`src/rtl/arcade_input_conditioner_if.sv`:
```
// Player-input bundle for arcade_input_conditioner: PS/2 key events, joysticks,
// orientation and vblank in; active-low input registers and coin status out.
interface arcade_input_conditioner_if;
  logic [10:0] ps2_key;
  logic [15:0] joy0;
  logic [15:0] joy1;
  logic        rotate;
  logic        vblank;
  logic [7:0]  in0_reg;
  logic [7:0]  in1_reg;
  logic        coin_busy;

  modport master (
    output ps2_key, joy0, joy1, rotate, vblank,
    input  in0_reg, in1_reg, coin_busy
  );

  modport slave (
    input  ps2_key, joy0, joy1, rotate, vblank,
    output in0_reg, in1_reg, coin_busy
  );
endinterface

```
`src/rtl/arcade_input_conditioner.sv`:
```
// Keyboard/joystick conditioner producing active-low arcade input registers and
// vblank-timed coin pulses. Define COIN_ON_START_EN to let start buttons insert coin1.
module arcade_input_conditioner #(
  parameter int unsigned COIN_FRAMES = 4,
  parameter int unsigned GAP_FRAMES  = 4
) (
  input  logic CLK,
  input  logic RESET,
  arcade_input_conditioner_if.slave bus
);

  localparam int unsigned KI_UP     = 0;
  localparam int unsigned KI_DOWN   = 1;
  localparam int unsigned KI_LEFT   = 2;
  localparam int unsigned KI_RIGHT  = 3;
  localparam int unsigned KI_UP2    = 4;
  localparam int unsigned KI_DOWN2  = 5;
  localparam int unsigned KI_LEFT2  = 6;
  localparam int unsigned KI_RIGHT2 = 7;
  localparam int unsigned KI_FIRE   = 8;
  localparam int unsigned KI_FIRE2  = 9;
  localparam int unsigned KI_START1 = 10;
  localparam int unsigned KI_START2 = 11;
  localparam int unsigned KI_COIN1  = 12;
  localparam int unsigned KI_COIN2  = 13;
  localparam int unsigned KI_TEST   = 14;

  localparam logic [3:0] LP_COIN = 4'(COIN_FRAMES);
  localparam logic [3:0] LP_GAP  = 4'(GAP_FRAMES);

  typedef enum logic [1:0] {
    ST_IDLE,
    ST_PULSE,
    ST_GAP
  } state_t;

  logic        r_strobe;
  logic [14:0] r_keys;
  logic [4:0]  r_in0_low;
  logic [7:0]  r_in1;
  logic        r_vb_prev;
  logic        r_raw1_prev;
  logic        r_raw2_prev;
  state_t      r_state;
  logic [3:0]  r_cnt;
  logic        r_pend1;
  logic        r_pend2;
  logic        r_coin1;
  logic        r_coin2;
  logic        r_busy;

  logic w_key_evt;
  logic w_pressed;
  logic w_up, w_down, w_left, w_right;
  logic w_up2, w_down2, w_left2, w_right2;
  logic w_fire, w_fire2, w_start1, w_start2;
  logic w_raw_coin1, w_raw_coin2;
  logic w_req1, w_req2;
  logic w_vb_edge;
  logic w_unused;

  assign w_key_evt = bus.ps2_key[10] ^ r_strobe;
  assign w_pressed = bus.ps2_key[9];

  // One latch per function; aliased keys (e.g. both fire codes) share it.
  always_ff @(posedge CLK) begin
    if (RESET) begin
      r_strobe <= 1'b0;
      r_keys   <= '0;
    end else begin
      r_strobe <= bus.ps2_key[10];
      if (w_key_evt) begin
        case (bus.ps2_key[8:0])
          9'h075, 9'h175: r_keys[KI_UP]     <= w_pressed;
          9'h072, 9'h172: r_keys[KI_DOWN]   <= w_pressed;
          9'h06B, 9'h16B: r_keys[KI_LEFT]   <= w_pressed;
          9'h074, 9'h174: r_keys[KI_RIGHT]  <= w_pressed;
          9'h029, 9'h014: r_keys[KI_FIRE]   <= w_pressed;
          9'h005, 9'h016: r_keys[KI_START1] <= w_pressed;
          9'h006, 9'h01E: r_keys[KI_START2] <= w_pressed;
          9'h02E:         r_keys[KI_COIN1]  <= w_pressed;
          9'h036:         r_keys[KI_COIN2]  <= w_pressed;
          9'h02D:         r_keys[KI_UP2]    <= w_pressed;
          9'h02B:         r_keys[KI_DOWN2]  <= w_pressed;
          9'h023:         r_keys[KI_LEFT2]  <= w_pressed;
          9'h034:         r_keys[KI_RIGHT2] <= w_pressed;
          9'h01C:         r_keys[KI_FIRE2]  <= w_pressed;
          9'h02C:         r_keys[KI_TEST]   <= w_pressed;
          default: ;
        endcase
      end
    end
  end

  // Horizontal cabinets turn the stick a quarter turn: left->up, right->down.
  assign w_up     = bus.rotate ? (r_keys[KI_LEFT]   | bus.joy0[1]) : (r_keys[KI_UP]     | bus.joy0[3]);
  assign w_down   = bus.rotate ? (r_keys[KI_RIGHT]  | bus.joy0[0]) : (r_keys[KI_DOWN]   | bus.joy0[2]);
  assign w_left   = bus.rotate ? (r_keys[KI_DOWN]   | bus.joy0[2]) : (r_keys[KI_LEFT]   | bus.joy0[1]);
  assign w_right  = bus.rotate ? (r_keys[KI_UP]     | bus.joy0[3]) : (r_keys[KI_RIGHT]  | bus.joy0[0]);
  assign w_up2    = bus.rotate ? (r_keys[KI_LEFT2]  | bus.joy1[1]) : (r_keys[KI_UP2]    | bus.joy1[3]);
  assign w_down2  = bus.rotate ? (r_keys[KI_RIGHT2] | bus.joy1[0]) : (r_keys[KI_DOWN2]  | bus.joy1[2]);
  assign w_left2  = bus.rotate ? (r_keys[KI_DOWN2]  | bus.joy1[2]) : (r_keys[KI_LEFT2]  | bus.joy1[1]);
  assign w_right2 = bus.rotate ? (r_keys[KI_UP2]    | bus.joy1[3]) : (r_keys[KI_RIGHT2] | bus.joy1[0]);

  assign w_fire   = r_keys[KI_FIRE]   | bus.joy0[4];
  assign w_fire2  = r_keys[KI_FIRE2]  | bus.joy1[4];
  assign w_start1 = r_keys[KI_START1] | bus.joy0[5] | bus.joy1[5];
  assign w_start2 = r_keys[KI_START2] | bus.joy0[6] | bus.joy1[6];

`ifdef COIN_ON_START_EN
  assign w_raw_coin1 = r_keys[KI_COIN1] | w_start1 | w_start2;
`else
  assign w_raw_coin1 = r_keys[KI_COIN1];
`endif
  assign w_raw_coin2 = r_keys[KI_COIN2];

  assign w_unused = ^{bus.joy0[15:7], bus.joy1[15:7]};

  always_ff @(posedge CLK) begin
    if (RESET) begin
      r_in0_low <= '1;
      r_in1     <= '1;
    end else begin
      r_in0_low <= ~{r_keys[KI_TEST], w_down, w_right, w_left, w_up};
      r_in1     <= ~{w_fire2, w_start2, w_start1, w_fire, w_down2, w_right2, w_left2, w_up2};
    end
  end

  always_ff @(posedge CLK) begin
    if (RESET) begin
      r_vb_prev   <= 1'b0;
      r_raw1_prev <= 1'b0;
      r_raw2_prev <= 1'b0;
    end else begin
      r_vb_prev   <= bus.vblank;
      r_raw1_prev <= w_raw_coin1;
      r_raw2_prev <= w_raw_coin2;
    end
  end

  assign w_req1    = w_raw_coin1 & ~r_raw1_prev;
  assign w_req2    = w_raw_coin2 & ~r_raw2_prev;
  assign w_vb_edge = bus.vblank & ~r_vb_prev;

  // Slot 1 has priority; a same-slot request on the IDLE->PULSE cycle is absorbed.
  always_ff @(posedge CLK) begin
    if (RESET) begin
      r_state <= ST_IDLE;
      r_cnt   <= '0;
      r_pend1 <= 1'b0;
      r_pend2 <= 1'b0;
      r_coin1 <= 1'b0;
      r_coin2 <= 1'b0;
      r_busy  <= 1'b0;
    end else begin
      case (r_state)
        ST_IDLE: begin
          if (w_req1 || r_pend1) begin
            r_state <= ST_PULSE;
            r_cnt   <= LP_COIN;
            r_coin1 <= 1'b1;
            r_busy  <= 1'b1;
            r_pend1 <= 1'b0;
            r_pend2 <= r_pend2 | w_req2;
          end else if (w_req2 || r_pend2) begin
            r_state <= ST_PULSE;
            r_cnt   <= LP_COIN;
            r_coin2 <= 1'b1;
            r_busy  <= 1'b1;
            r_pend2 <= 1'b0;
          end
        end
        ST_PULSE: begin
          r_pend1 <= r_pend1 | w_req1;
          r_pend2 <= r_pend2 | w_req2;
          if (w_vb_edge) begin
            if (r_cnt <= 4'd1) begin
              r_state <= ST_GAP;
              r_cnt   <= LP_GAP;
              r_coin1 <= 1'b0;
              r_coin2 <= 1'b0;
            end else begin
              r_cnt <= r_cnt - 4'd1;
            end
          end
        end
        ST_GAP: begin
          r_pend1 <= r_pend1 | w_req1;
          r_pend2 <= r_pend2 | w_req2;
          if (w_vb_edge) begin
            if (r_cnt <= 4'd1) begin
              r_state <= ST_IDLE;
              r_cnt   <= '0;
              r_busy  <= 1'b0;
            end else begin
              r_cnt <= r_cnt - 4'd1;
            end
          end
        end
        default: begin
          r_state <= ST_IDLE;
          r_cnt   <= '0;
          r_coin1 <= 1'b0;
          r_coin2 <= 1'b0;
          r_busy  <= 1'b0;
        end
      endcase
    end
  end

  assign bus.in0_reg   = {~r_coin2, 1'b1, ~r_coin1, r_in0_low};
  assign bus.in1_reg   = r_in1;
  assign bus.coin_busy = r_busy;

endmodule

```
`src/flat_wrapper.sv`:
```
// flat-port wrapper written by rule: the top's interface ports become plain ports
module arcade_input_conditioner_flat 
#(
  parameter int unsigned COIN_FRAMES = 4,
  parameter int unsigned GAP_FRAMES  = 4
)
  (CLK, RESET, bus_ps2_key, bus_joy0, bus_joy1, bus_rotate, bus_vblank, bus_in0_reg, bus_in1_reg, bus_coin_busy);
  arcade_input_conditioner_if bus_i ();
  input  logic CLK;
  input  logic RESET;
  input wire logic [$bits(bus_i.ps2_key)-1:0] bus_ps2_key;
  input wire logic [$bits(bus_i.joy0)-1:0] bus_joy0;
  input wire logic [$bits(bus_i.joy1)-1:0] bus_joy1;
  input wire logic [$bits(bus_i.rotate)-1:0] bus_rotate;
  input wire logic [$bits(bus_i.vblank)-1:0] bus_vblank;
  output wire logic [$bits(bus_i.in0_reg)-1:0] bus_in0_reg;
  output wire logic [$bits(bus_i.in1_reg)-1:0] bus_in1_reg;
  output wire logic [$bits(bus_i.coin_busy)-1:0] bus_coin_busy;
  assign bus_i.ps2_key = bus_ps2_key;
  assign bus_i.joy0 = bus_joy0;
  assign bus_i.joy1 = bus_joy1;
  assign bus_i.rotate = bus_rotate;
  assign bus_i.vblank = bus_vblank;
  assign bus_in0_reg = bus_i.in0_reg;
  assign bus_in1_reg = bus_i.in1_reg;
  assign bus_coin_busy = bus_i.coin_busy;
  arcade_input_conditioner #(.COIN_FRAMES(COIN_FRAMES), .GAP_FRAMES(GAP_FRAMES)) u_core (.CLK(CLK), .RESET(RESET), .bus(bus_i));
endmodule
```
`config.mk`:
```
export PLATFORM = sky130hd
export DESIGN_NAME = arcade_input_conditioner_flat
export DESIGN_NICKNAME = d
export VERILOG_FILES = /design/src/rtl/arcade_input_conditioner_if.sv /design/src/rtl/arcade_input_conditioner.sv /design/src/flat_wrapper.sv
export SDC_FILE = /design/constraint.sdc
export NUM_CORES = 1
export LEC_CHECK = 0
export CAP_MARGIN = 5
export CORE_UTILIZATION = 46
export CTS_CLUSTER_DIAMETER = 60
export CTS_CLUSTER_SIZE = 28
export DETAILED_ROUTE_END_ITERATION = 8
export HOLD_SLACK_MARGIN = 0.06
export PLACE_DENSITY = 0.8
export SYNTH_ARGS = -nofsm -noshare
export SYNTH_HDL_FRONTEND = slang
export SYNTH_SLANG_ARGS = --single-unit
```
`constraint.sdc`:
```
create_clock -name CLK -period 2.2 [get_ports CLK]
set_input_delay 0.44 -clock CLK [delete_from_list [all_inputs] [get_ports CLK]]
set_output_delay 0.44 -clock CLK [all_outputs]
set_load 0.03 [all_outputs]
```
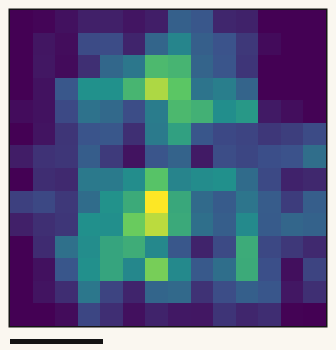
Run 1: wire density map
The bar under the picture is 20 µm long. The die is cut into 14 by 14 equal tiles; dark purple is low, yellow is high, scaled to the fullest tile. Values are wire area over tile area, all layers added.
mean over tiles = 0.15
tiles over half the peak = 12%
emptiest ninth of the die = north-east
GR Util All Layers: 0.213
Wirelength per Cell: 13.1 µm
via count: 1,798
wirelength, routed: 4.34 mm

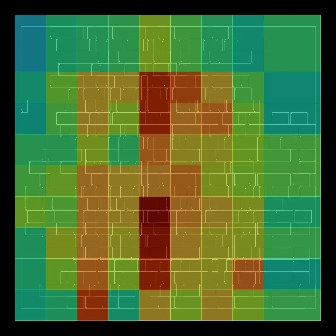
Run 1: congestion heat map
met1 Resource Use GR: 0.280
global routing usage on met2: 0.327

==> Slide: Implementation Results, run 1 <==
Synthesis and Place & Route Summary

Synth
  – Share of flip-flops with an asynchronous set or reset after synthesis: 0
  – Sequential-to-total area share from yosys stat: 0.432
  – Compound-cell area share of the yosys netlist: 0.174
  – Most frequent cell after synthesis: sky130_fd_sc_hd__dfxtp_1
  – Synthesis warning total: 0
  – Number of cells produced by synthesis: 226
  – Post-synthesis adder-cell area fraction: 0.0376
  – Post-synth tally of flip-flops with integrated enable: 0
  – Number of nets at floorplan: 279
  – Synth Area per Inst: 8.82 µm²
  – Dominant cell type by area after synthesis: sky130_fd_sc_hd__dfxtp_1
  – Count of instantiated cells in the yosys netlist: 226

Setup path
  – Worst Reg2Reg Path Length in Cells: 6
  – Cell Chain, Critical Path: inv_1 -> ha_1 -> or2_4 -> a211oi_4 -> or4b_1 -> a21oi_1
  – Slack of the worst reg-to-reg path: 0.29 ns
  – CP Launch Point: u_core.r_cnt[0]
  – Category of the critical setup timing path: reg2reg
  – Largest fanout on the critical path: 5
  – CP delay by family, top: simple AND/OR/NAND/NOR gates
  – Timing endpoint of the critical path: u_core.r_cnt[0]
  – Stages on worst setup path: 6
  – Biggest cell delay along the critical path: 0.45 ns
  – Arrival time at the worst endpoint: 2.13 ns

Clocking
  – Maximum count of clock buffers along a single path: 2
  – Post-CTS Setup Repair Bufs: 0
  – Clock-pin slew on the worst setup and hold paths: 0.08 ns
  – Clock latency on the worst-skew pair: 0.29 ns
  – # hold bufs at CTS: 0
  – Clock buffers created by TritonCTS: 5
  – CTS H-Tree Depth: 2

Route
  – WL met3: 244 µm
  – Amount of wire on met2 after detailed routing: 1.97 mm
  – Router iterations before antenna repair: 4
  – Via density per instance: 5.43
  – Initial DRC count: 92
  – Uppermost routed layer: met4
  – Residual DRC count: 0

Placement
  – Number of placed cells counting well taps: 323
  – Sum of net half-perimeters after detailed placement: 3.20 mm
  – Placed Area: 0.00255 mm²
  – Count of input and output buffers: 44
  – DP Worst Slack: 0.0620 ns

Layout
  – Top cell excl fill/tap: sky130_fd_sc_hd__clkdlybuf4s50_1
  – Leading cell kind: combinational gates
  – Number of clock buffers in the layout: 6
  – Relative area change from synthesis to final layout: 32.2%
  – Net total in the final layout: 333
  – FILL cells: 335
  – Leading cell types in the layout, fill and taps excluded: sky130_fd_sc_hd__clkdlybuf4s50_1, sky130_fd_sc_hd__dfxtp_1, sky130_fd_sc_hd__nand2_1, sky130_fd_sc_hd__o21ai_0, sky130_fd_sc_hd__nor2_1
  – Max FFs per register: 15
  – Comb area: 0.00105 mm²
  – Fraction of final layout cells with drive strength greater than 1: 0.0925
  – Seq_cells: 43
  – Non-filler cells in the finished layout: 331
  – Multi-input combinational cell count: 161

Final timing
  – Minimum clock period: 1.91 ns
  – Total of endpoints with negative setup slack in the final report: 0
  – Unrepaired setup endpoints after global routing: false
  – Worst slew margin relative to its limit: 0.634
  – Max-slew violation count: 0
  – Final worst slack: 0.292 ns
  – Largest clock skew in the final design: 0.00359 ns
  – Max Clock Freq: 524 MHz
  – Setup TNS after final layout: 0 ns
  – Total count of hold-check failures in the final report: 0
  – Transition time at the pin with the least slew margin: 0.547 ns

GRT
  – Met3 routing resource usage after global routing: 0.0467
  – Pin count of the biggest net entering global routing: 22
  – Global-route wire length before repair: 7.25 mm
  – Number of antenna violations at the first check in global routing: 0

Power and ir drop
  – Peak supply drop: 0.396 mV
  – Combinational group power: 450 µW
  – Total power consumption of the routed design: 1770 µW
  – Max power group: registers

Die
  – Tap cell count: 50
  – Die extent in y: 67.8 µm
  – Boundary pin count: 64
  – Floorplan core density: 0.488
  – Die x size: 67.8 µm
  – Chip Footprint: 0.00460 mm²

Run status
  – Result of the run: complete, no violations

Hold path
  – Hold Path Depth: 1

Flow run
  – Number of maximum-capacitance violations: 0
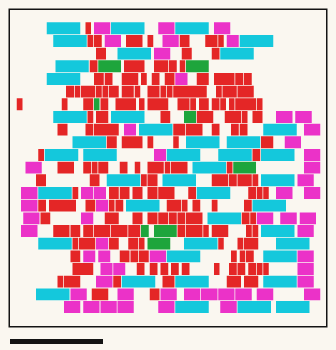
Run 1: placed cells, one colour a class
The bar under the picture is 20 µm long.
combinational and other logic -> red  # cells 173, share of their area 42%
sequential cells -> cyan  # cells 43, share of their area 33%
remaining buffers and delay cells -> magenta  # cells 57, share of their area 21%
clock drivers and dummy loads -> green  # cells 8, share of their area 3.3%
final core utilization: 0.645
post-route standard cell area excluding fillers: 0.00264 mm²
proportion of cell area occupied by registers: 0.326
number of cell rows: 23
CORE AREA: 0.00409 mm²

--- run 2 (diff from run 1) ---
==> constraint.sdc (replaced) <==
create_clock -name CLK -period 2.2 [get_ports CLK]
set_input_delay 0.44 -clock CLK [delete_from_list [all_inputs] [get_ports CLK]]
set_output_delay 0.44 -clock CLK [all_outputs]
set_load 0.1 [all_outputs]
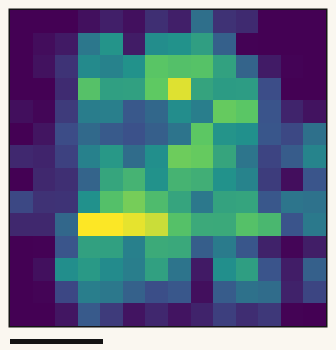
Run 2: wire density map
The bar under the picture is 20 µm long. The die is cut into 14 by 14 equal tiles; dark purple is low, yellow is high, scaled to the fullest tile. Values are wire area over tile area, all layers added.
fullest tile = 0.48
densest ninth of the die = centre
tiles over half the peak = 27%
mean over tiles = 0.15
wirelength, routed: 4.40 mm
via count: 1,792

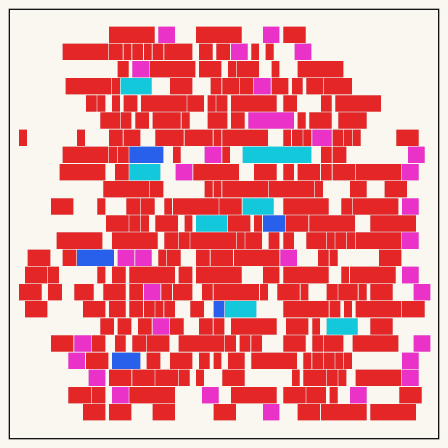
Run 2: cell sizes after repair
_6 and larger -> cyan  # cells 7, most used clkbuf_8
_0 and _1 cells -> red  # cells 238, most used dfxtp_1
_2 cells -> blue  # cells 5
_3 and _4 cells -> magenta  # cells 31, most used buf_4
final worst slack: 0.264 ns
buffers outside the clock class: 57
post-route standard cell area excluding fillers: 0.00263 mm²
relative area change from synthesis to final layout: 31.9%

==> Slide: Implementation Results, run 2 <==
Synthesis and Place & Route Summary

Layout
  – Fraction of final layout cells with drive strength greater than 1: 0.153 (was 0.0925)
  – Leading cell kind: combinational gates (unchanged)
  – Top cell excl fill/tap: sky130_fd_sc_hd__dfxtp_1 (was sky130_fd_sc_hd__clkdlybuf4s50_1)
  – Seq_cells: 43 (unchanged)
  – Proportion of cell area occupied by registers: 0.327 (was 0.326)
  – Multi-input combinational cell count: 161 (unchanged)
  – Number of clock buffers in the layout: 6 (unchanged)
  – Net total in the final layout: 333 (unchanged)
  – FILL cells: 343 (was 335)
  – Comb area: 0.00105 mm² (unchanged)
  – Non-filler cells in the finished layout: 331 (unchanged)
  – Max FFs per register: 15 (unchanged)

Power and ir drop
  – Combinational group power: 551 µW (was 450 µW)
  – Peak supply drop: 0.353 mV (was 0.396 mV)
  – Max power group: registers (unchanged)

Final timing
  – Max Clock Freq: 516 MHz (was 524 MHz)
  – Max-slew violation count: 0 (unchanged)
  – Transition time at the pin with the least slew margin: 0.554 ns (was 0.547 ns)
  – Unrepaired setup endpoints after global routing: false (unchanged)
  – Worst slew margin relative to its limit: 0.630 (was 0.634)
  – Total of endpoints with negative setup slack in the final report: 0 (unchanged)
  – Minimum clock period: 1.94 ns (was 1.91 ns)
  – Setup TNS after final layout: 0 ns (unchanged)
  – Total count of hold-check failures in the final report: 0 (unchanged)

Route
  – Amount of wire on met2 after detailed routing: 2.09 mm (was 1.97 mm)
  – Via density per instance: 5.41 (was 5.43)
  – Initial DRC count: 108 (was 92)
  – WL met3: 233 µm (was 244 µm)
  – Residual DRC count: 0 (unchanged)

Die
  – Floorplan core density: 0.488 (unchanged)
  – Die x size: 67.8 µm (unchanged)
  – Chip Footprint: 0.00460 mm² (unchanged)
  – Die extent in y: 67.8 µm (unchanged)

Placement
  – DP Worst Slack: 0.0819 ns (was 0.0620 ns)
  – Placed Area: 0.00251 mm² (was 0.00255 mm²)
  – Sum of net half-perimeters after detailed placement: 3.20 mm (about the same)

Setup path
  – Slack of the worst reg-to-reg path: 0.26 ns (was 0.29 ns)
  – Worst Reg2Reg Path Length in Cells: 6 (unchanged)
  – Timing endpoint of the critical path: u_core.r_cnt[1] (was u_core.r_cnt[0])
  – Arrival time at the worst endpoint: 2.16 ns (was 2.13 ns)
  – Cell Chain, Critical Path: inv_1 -> ha_1 -> or2_4 -> a211oi_4 -> or4b_1 -> a21oi_1 (unchanged)
  – Largest fanout on the critical path: 5 (unchanged)
  – CP Launch Point: u_core.r_cnt[0] (unchanged)
  – Biggest cell delay along the critical path: 0.45 ns (about the same)
  – Stages on worst setup path: 6 (unchanged)

GRT
  – Global-route wire length before repair: 7.61 mm (was 7.25 mm)
  – Met1 Resource Use GR: 0.272 (was 0.280)
  – Pin count of the biggest net entering global routing: 17 (was 22)
  – GR Util All Layers: 0.223 (was 0.213)
  – Met3 routing resource usage after global routing: 0.0500 (was 0.0467)
  – Global routing usage on met2: 0.373 (was 0.327)

Synth
  – Synth Area per Inst: 8.82 µm² (unchanged)
  – Number of nets at floorplan: 279 (unchanged)
  – Number of cells produced by synthesis: 226 (unchanged)
  – Dominant cell type by area after synthesis: sky130_fd_sc_hd__dfxtp_1 (unchanged)
  – Post-synthesis adder-cell area fraction: 0.0376 (unchanged)
  – Synthesis warning total: 0 (unchanged)
  – Sequential-to-total area share from yosys stat: 0.432 (unchanged)
  – Count of instantiated cells in the yosys netlist: 226 (unchanged)
  – Share of flip-flops with an asynchronous set or reset after synthesis: 0 (unchanged)

Clocking
  – # hold bufs at CTS: 0 (unchanged)
  – CTS H-Tree Depth: 2 (unchanged)
  – Clock latency on the worst-skew pair: 0.29 ns (about the same)
  – Clock buffers created by TritonCTS: 5 (unchanged)

Hold path
  – Hold Path Depth: 1 (unchanged)

Run status
  – Result of the run: complete, no violations (unchanged)
No activity file was given, so power comes from the tool's default toggle rates.
